## src/rtl/keyboard_event_queue_if.sv

```systemverilog
// Instruction, key-event and register-file write bundle
// for the keyboard event queue.
interface keyboard_event_queue_if #(
   parameter int unsigned KEY_W = 8
);
   logic [31:0]      inst;
   logic             inst_valid;
   logic             key_valid;
   logic             key_break;
   logic [KEY_W-1:0] keycode;
   logic             enable;
   logic             float;
   logic [4:0]       addr;
   logic [31:0]      data;

   modport master (
      output inst, inst_valid,
      output key_valid, key_break, keycode,
      input  enable, float, addr, data
   );

   modport slave (
      input  inst, inst_valid,
      input  key_valid, key_break, keycode,
      output enable, float, addr, data
   );
endinterface

```

## src/rtl/keyboard_event_queue.sv

```systemverilog
// Buffered PS/2 key event queue with READKEY/PEEKKEY/KEYCNT
// decode and one registered integer register-file write.
module keyboard_event_queue #(
   parameter int unsigned DEPTH      = 16,
   parameter int unsigned KEY_W      = 8,
   parameter bit          DROP_BREAK = 1'b0,
   parameter logic [5:0]  READKEY    = 6'b001001,
   parameter logic [5:0]  PEEKKEY    = 6'b001010,
   parameter logic [5:0]  KEYCNT     = 6'b001011,
   localparam int unsigned PW = $clog2(DEPTH),
   localparam int unsigned CW = PW + 1
) (
   input  logic                   clk,
   input  logic                   reset,
   keyboard_event_queue_if.slave  bus,
   output logic [CW-1:0]          count,
   output logic                   overflow
);

   typedef logic [KEY_W:0] entry_t;

   entry_t          mem [DEPTH];
   logic [PW-1:0]   rd_ptr;
   logic [PW-1:0]   wr_ptr;
   logic [5:0]      op;
   logic            dec_read;
   logic            dec_peek;
   logic            dec_cnt;
   logic            dec_any;
   logic            empty;
   logic            full;
   logic            push_req;
   logic            push;
   logic            pop;
   logic            drop;
   entry_t          head;
   logic [31:0]     head_word;
   logic [31:0]     cnt_word;
   logic [31:0]     wdata;
   logic            enable_q;
   logic [4:0]      addr_q;
   logic [31:0]     data_q;

   assign op       = bus.inst[31:26];
   assign dec_read = bus.inst_valid && (op == READKEY);
   assign dec_peek = bus.inst_valid && (op == PEEKKEY);
   assign dec_cnt  = bus.inst_valid && (op == KEYCNT);
   assign dec_any  = dec_read || dec_peek || dec_cnt;

   assign empty = (count == '0);
   assign full  = (count == CW'(DEPTH));

   // A full queue still takes a push when READKEY frees the head slot
   assign pop      = dec_read && !empty;
   assign push_req = bus.key_valid && !(DROP_BREAK && bus.key_break);
   assign push     = push_req && (!full || pop);
   assign drop     = push_req && !push;

   assign head      = mem[rd_ptr];
   assign head_word = empty ? 32'h0 : 32'({1'b1, head});
   assign cnt_word  = {overflow, {(31-CW){1'b0}}, count};

   always_comb begin
      wdata = 32'h0;
      unique case (1'b1)
         dec_cnt:  wdata = cnt_word;
         dec_read: wdata = head_word;
         dec_peek: wdata = head_word;
         default:  wdata = 32'h0;
      endcase
   end

   always_ff @(posedge clk) begin
      if (!reset && push) begin
         mem[wr_ptr] <= {bus.key_break, bus.keycode};
      end
   end

   always_ff @(posedge clk) begin
      if (reset) begin
         rd_ptr   <= '0;
         wr_ptr   <= '0;
         count    <= '0;
         overflow <= 1'b0;
         enable_q <= 1'b0;
         addr_q   <= '0;
         data_q   <= '0;
      end else begin
         if (push) begin
            wr_ptr <= wr_ptr + 1'b1;
         end
         if (pop) begin
            rd_ptr <= rd_ptr + 1'b1;
         end
         count <= count + CW'(push) - CW'(pop);
         // A drop in the same cycle as KEYCNT keeps the flag set
         if (drop) begin
            overflow <= 1'b1;
         end else if (dec_cnt) begin
            overflow <= 1'b0;
         end
         enable_q <= dec_any;
         if (dec_any) begin
            addr_q <= bus.inst[20:16];
            data_q <= wdata;
         end
      end
   end

   assign bus.enable = enable_q;
   assign bus.float  = 1'b0;
   assign bus.addr   = addr_q;
   assign bus.data   = data_q;

endmodule

```

## src/flat_wrapper.sv

```systemverilog
// flat-port wrapper written by rule: the top's interface ports become plain ports
module keyboard_event_queue_flat 
#(
   parameter int unsigned DEPTH      = 16,
   parameter int unsigned KEY_W      = 8,
   parameter bit          DROP_BREAK = 1'b0,
   parameter logic [5:0]  READKEY    = 6'b001001,
   parameter logic [5:0]  PEEKKEY    = 6'b001010,
   parameter logic [5:0]  KEYCNT     = 6'b001011,
   localparam int unsigned PW = $clog2(DEPTH),
   localparam int unsigned CW = PW + 1
)
  (clk, reset, count, overflow, bus_inst, bus_inst_valid, bus_key_valid, bus_key_break, bus_keycode, bus_enable, bus_float, bus_addr, bus_data);
  keyboard_event_queue_if #(.KEY_W(KEY_W)) bus_i ();
  input  logic clk;
  input  logic reset;
  output logic [CW-1:0] count;
  output logic overflow;
  input wire logic [$bits(bus_i.inst)-1:0] bus_inst;
  input wire logic [$bits(bus_i.inst_valid)-1:0] bus_inst_valid;
  input wire logic [$bits(bus_i.key_valid)-1:0] bus_key_valid;
  input wire logic [$bits(bus_i.key_break)-1:0] bus_key_break;
  input wire logic [$bits(bus_i.keycode)-1:0] bus_keycode;
  output wire logic [$bits(bus_i.enable)-1:0] bus_enable;
  output wire logic [$bits(bus_i.float)-1:0] bus_float;
  output wire logic [$bits(bus_i.addr)-1:0] bus_addr;
  output wire logic [$bits(bus_i.data)-1:0] bus_data;
  assign bus_i.inst = bus_inst;
  assign bus_i.inst_valid = bus_inst_valid;
  assign bus_i.key_valid = bus_key_valid;
  assign bus_i.key_break = bus_key_break;
  assign bus_i.keycode = bus_keycode;
  assign bus_enable = bus_i.enable;
  assign bus_float = bus_i.float;
  assign bus_addr = bus_i.addr;
  assign bus_data = bus_i.data;
  keyboard_event_queue #(.DEPTH(DEPTH), .KEY_W(KEY_W), .DROP_BREAK(DROP_BREAK), .READKEY(READKEY), .PEEKKEY(PEEKKEY), .KEYCNT(KEYCNT)) u_core (.clk(clk), .reset(reset), .bus(bus_i), .count(count), .overflow(overflow));
endmodule
```

## config.mk

```make
export PLATFORM = sky130hd
export DESIGN_NAME = keyboard_event_queue_flat
export DESIGN_NICKNAME = d
export VERILOG_FILES = /design/src/rtl/keyboard_event_queue_if.sv /design/src/rtl/keyboard_event_queue.sv /design/src/flat_wrapper.sv
export SDC_FILE = /design/constraint.sdc
export NUM_CORES = 1
export LEC_CHECK = 0
export ABC_AREA = 1
export CAP_MARGIN = 20
export CORE_AREA = 5 5 164 205
export CTS_CLUSTER_DIAMETER = 50
export DETAILED_ROUTE_END_ITERATION = 8
export DIE_AREA = 0 0 169 210
export SETUP_SLACK_MARGIN = 0.05
export SLEW_MARGIN = 20
export SYNTH_ARGS = -nofsm -noshare
export SYNTH_HDL_FRONTEND = slang
export SYNTH_SLANG_ARGS = --single-unit
export TNS_END_PERCENT = 20
```

## constraint.sdc

```tcl
create_clock -name clk -period 6.4 [get_ports clk]
set_clock_uncertainty 0.15 [all_clocks]
set_input_delay 1.28 -clock clk [delete_from_list [all_inputs] [get_ports clk]]
set_output_delay 1.28 -clock clk [all_outputs]
set_load 0.01 [all_outputs]
```

==> flow_metrics.py <==
# Synthesis and PnR figures
metrics = {
    "final_timing": {
        "worst_pin_slew_ps": 1130,
        "finalCriticalPeriod_ps": 3980,
        "finalSetupViolations": 0,
        "finalSetupTns_ps": 0,
        "max_freq_mhz": 251,
        "slew_viol_final": 0,
        "period_used_share": 0.622,
        "maxSlewHeadroom": 0.247,
        "rsz0062_at_grt": "no",
        "whs_ps": 310,
        "setup_ws_ps": 2420,
    },
    "synth": {
        "ys_ff": 179,
        "syn_area_per_cell_um2": 10.2,
        "top_cell_area_share": 0.558,
        "ys_warn_count": 0,
        "synthDistinctLibCells": 25,
        "yosys_area_um2": 7750,
        "netlist_instances": 761,
        "edf_count": 144,
        "ys_cells": 761,
        "syn_area_um2": 7750,
        "common_cells": "165 x nand2_1, 144 x edfxtp_1, 99 x nand3_1, 85 x inv_1, 82 x nor2_1",
        "most_common_cell": "nand2_1",
        "synthArstFlopShare": 0,
        "yosysSeqAreaShare": 0.648,
        "flop_cell": "edfxtp_1",
        "top_area_cell": "edfxtp_1",
    },
    "floorplan": {
        "ios": 90,
        "dieArea_um2": 35500,
        "core_area_um2": 31500,
        "nWellTaps": 412,
        "fp_util": 0.246,
        "die_h_um": 210,
        "fp.dieW_um": 169,
        "row_count": 73,
    },
    "clock_tree": {
        "clockBufferDepth": 2,
        "cts_made_buffers": 17,
        "cts_tree": "built",
        "cts_sinks": 179,
        "cts-htree-levels": 4,
        "clkTransAtPathRegs_ps": 70,
        "postCtsSetupRepairBufs": 0,
        "postCtsResizedCells": 0,
        "cts-root-buf": "clkbuf_16",
    },
    "worst_setup_path": {
        "crit_start": "reset",
        "r2r_slack_ps": 3370,
        "crit_fanout": 21,
        "worstPathRequired_ps": 6300,
        "reg2reg_depth": 6,
        "crit_type": "in2reg",
        "critPathLaunchType": "primary input",
        "end_kind": "flip-flop",
        "critPathCapture": "u_core.mem[7][2]",
        "r2r_end": "u_core.bus.data[6]",
    },
    "finish": {
        "final_core_util": 0.288,
        "seq_area_um2": 5030,
        "buffer_area_frac": 0.0545,
        "logic_gates": 459,
        "final_area_um2": 9080,
        "fin_nets": 855,
        "num-fill-cells": 3258,
        "comb_share": 0.235,
        "area_growth_syn_to_layout_pct": 17.2,
        "seq_share": 0.553,
        "inverters": 92,
        "instances_no_fill": 1222,
        "clockNetworkAreaShare": 0.0623,
        "lay_top_count": "nand2_1",
        "logic_area_um2": 2140,
        "drive_above_1_share": 0.0481,
        "buffers": 49,
        "final_cell_mix": "165 x nand2_1, 144 x edfxtp_1, 99 x nand3_1",
    },
    "min_path": {
        "holdPathEnd": "u_core.bus.data[31]",
        "worstHoldPathType": "reg2reg",
        "hold_depth": 2,
        "hp-start": "u_core.bus.data[31]",
    },
    "global_route": {
        "use_met1": 0.116,
        "grt_overflow": 0,
        "grt_pass1_wl_mm": 27.2,
        "first_global_vias": 4968,
        "grt_max_degree": 61,
        "grt-busiest-layer": "met2",
        "grt_antenna_before_repair": 0,
    },
    "power": {
        "leakage_nw": 3.39,
        "clkPwrFrac": 0.396,
        "power_mw": 2.56,
        "power.switching_mw": 0.606,
        "top_power_group": "registers",
        "power_density_nw_per_um2": 282,
        "pwr-share-comb": 0.094,
        "internal-power_mw": 1.96,
        "switching_share": 0.236,
        "vdd_drop_max_mv": 0.160,
        "pg_comb_mw": 0.240,
        "pwr.group.sequential_mw": 1.31,
    },
    "drt": {
        "dr_wl_met2_mm": 9.20,
        "wl_met3_um": 710,
        "vias_per_cell": 4.23,
        "drt-initial-drc-count": 403,
        "drt_first_pass_iters": 5,
        "drc": 0,
        "top_layer_used": "met4",
        "wl_met1_mm": 7.23,
        "ant_nets": 0,
    },
    "job": {
        "warning_count": 51,
        "drv_cap": 0,
    },
    "placed_design": {
        "dpl-instance-area_um2": 8500,
        "gp_congestion": 0.770,
        "hpwl_mm": 10.9,
        "port_buffers": 46,
    },
    "run_status": {
        "status": "finished, final reports clean",
    },
}
-- worst max-delay path, cell delays in order --
cell,delay [ps]
clkdlybuf4s50_1,740
inv_1,670
nand3_1,260
nor2_1,910
-- logic make-up (layout without fill, tap and decap cells) --
logic type | Yosys count | after routing | synth area share
flip-flops | 179 | 179 | 0.648
buffers and inverters | 144 | 172 | 0.0867
AND-OR/OR-AND | 70 | 70 | 0.0505
XOR/XNOR | 5 | 5 | 0.00565
other | 1 | 22 | 0.000484
AND/OR/NAND/NOR | 350 | 350 | 0.188
adder cells (fa/ha/maj) | 12 | 12 | 0.0203
-- state kept, by name, indices dropped and copies added (netlist names), named ones only --
name               cells
u_core.rd_ptr          4
u_core.bus.enable      1
u_core.overflow        1
u_core.count           5
u_core.mem           144
u_core.wr_ptr          4
u_core.bus.addr        5
u_core.bus.data       11
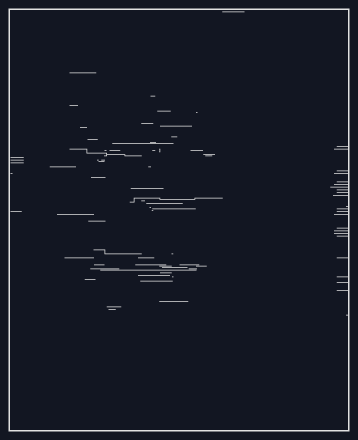
m3.png
Scale: 2 px per um.
share of all routed wire = 4.1%
longest straight run = 47.8 um
nets with wire on the layer = 56
main direction = horizontal
Post-Route WL: 17.5 mm
routing usage on met3: 0.0182
via count: 5,164

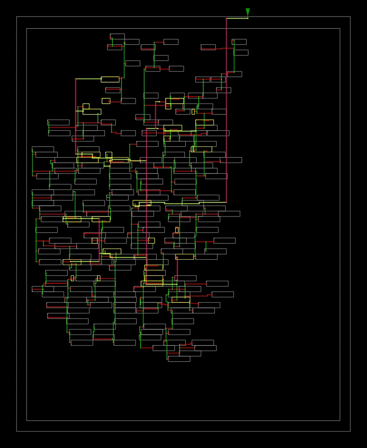
clock_nets.png
clock-net power: 1.02 mW
count of clock buffers in the final design: 20
flip-flop and latch count: 179
clock latency on the worst-skew pair: 430 ps

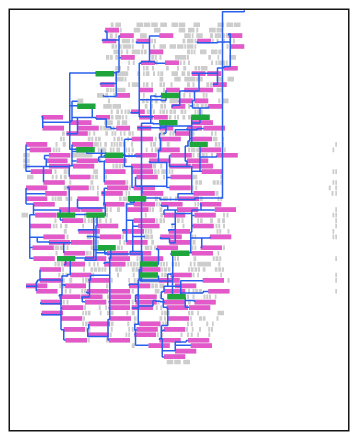
clock_wires.png
Scale: 2 px per um.
clock-net drivers -> green  # count 17
flip-flops -> magenta  # count 179
clock wires -> blue  # length 2,100 um
routed clock nets = 18

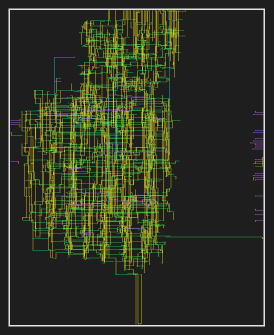
layers.png
Scale: 1.5 px per um.
M2 -> yellow  # wire length 9,200 um
M1 -> green  # wire length 7,230 um
M3 -> purple  # wire length 710 um
M4 -> cyan  # wire length 401 um
wire length per cell: 14.4 um
gr usage total: 0.0991

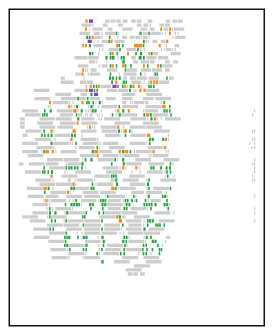
gates.png
Scale: 1.5 px per um.
aoi and oai cells -> orange  # cells 70, most used o21ai_0
xor and xnor cells -> purple  # cells 5, most used xor2_1
nand cells -> green  # cells 267, most used nand2_1

Power figures rest on the tool's default switching activity, not on a simulated workload.
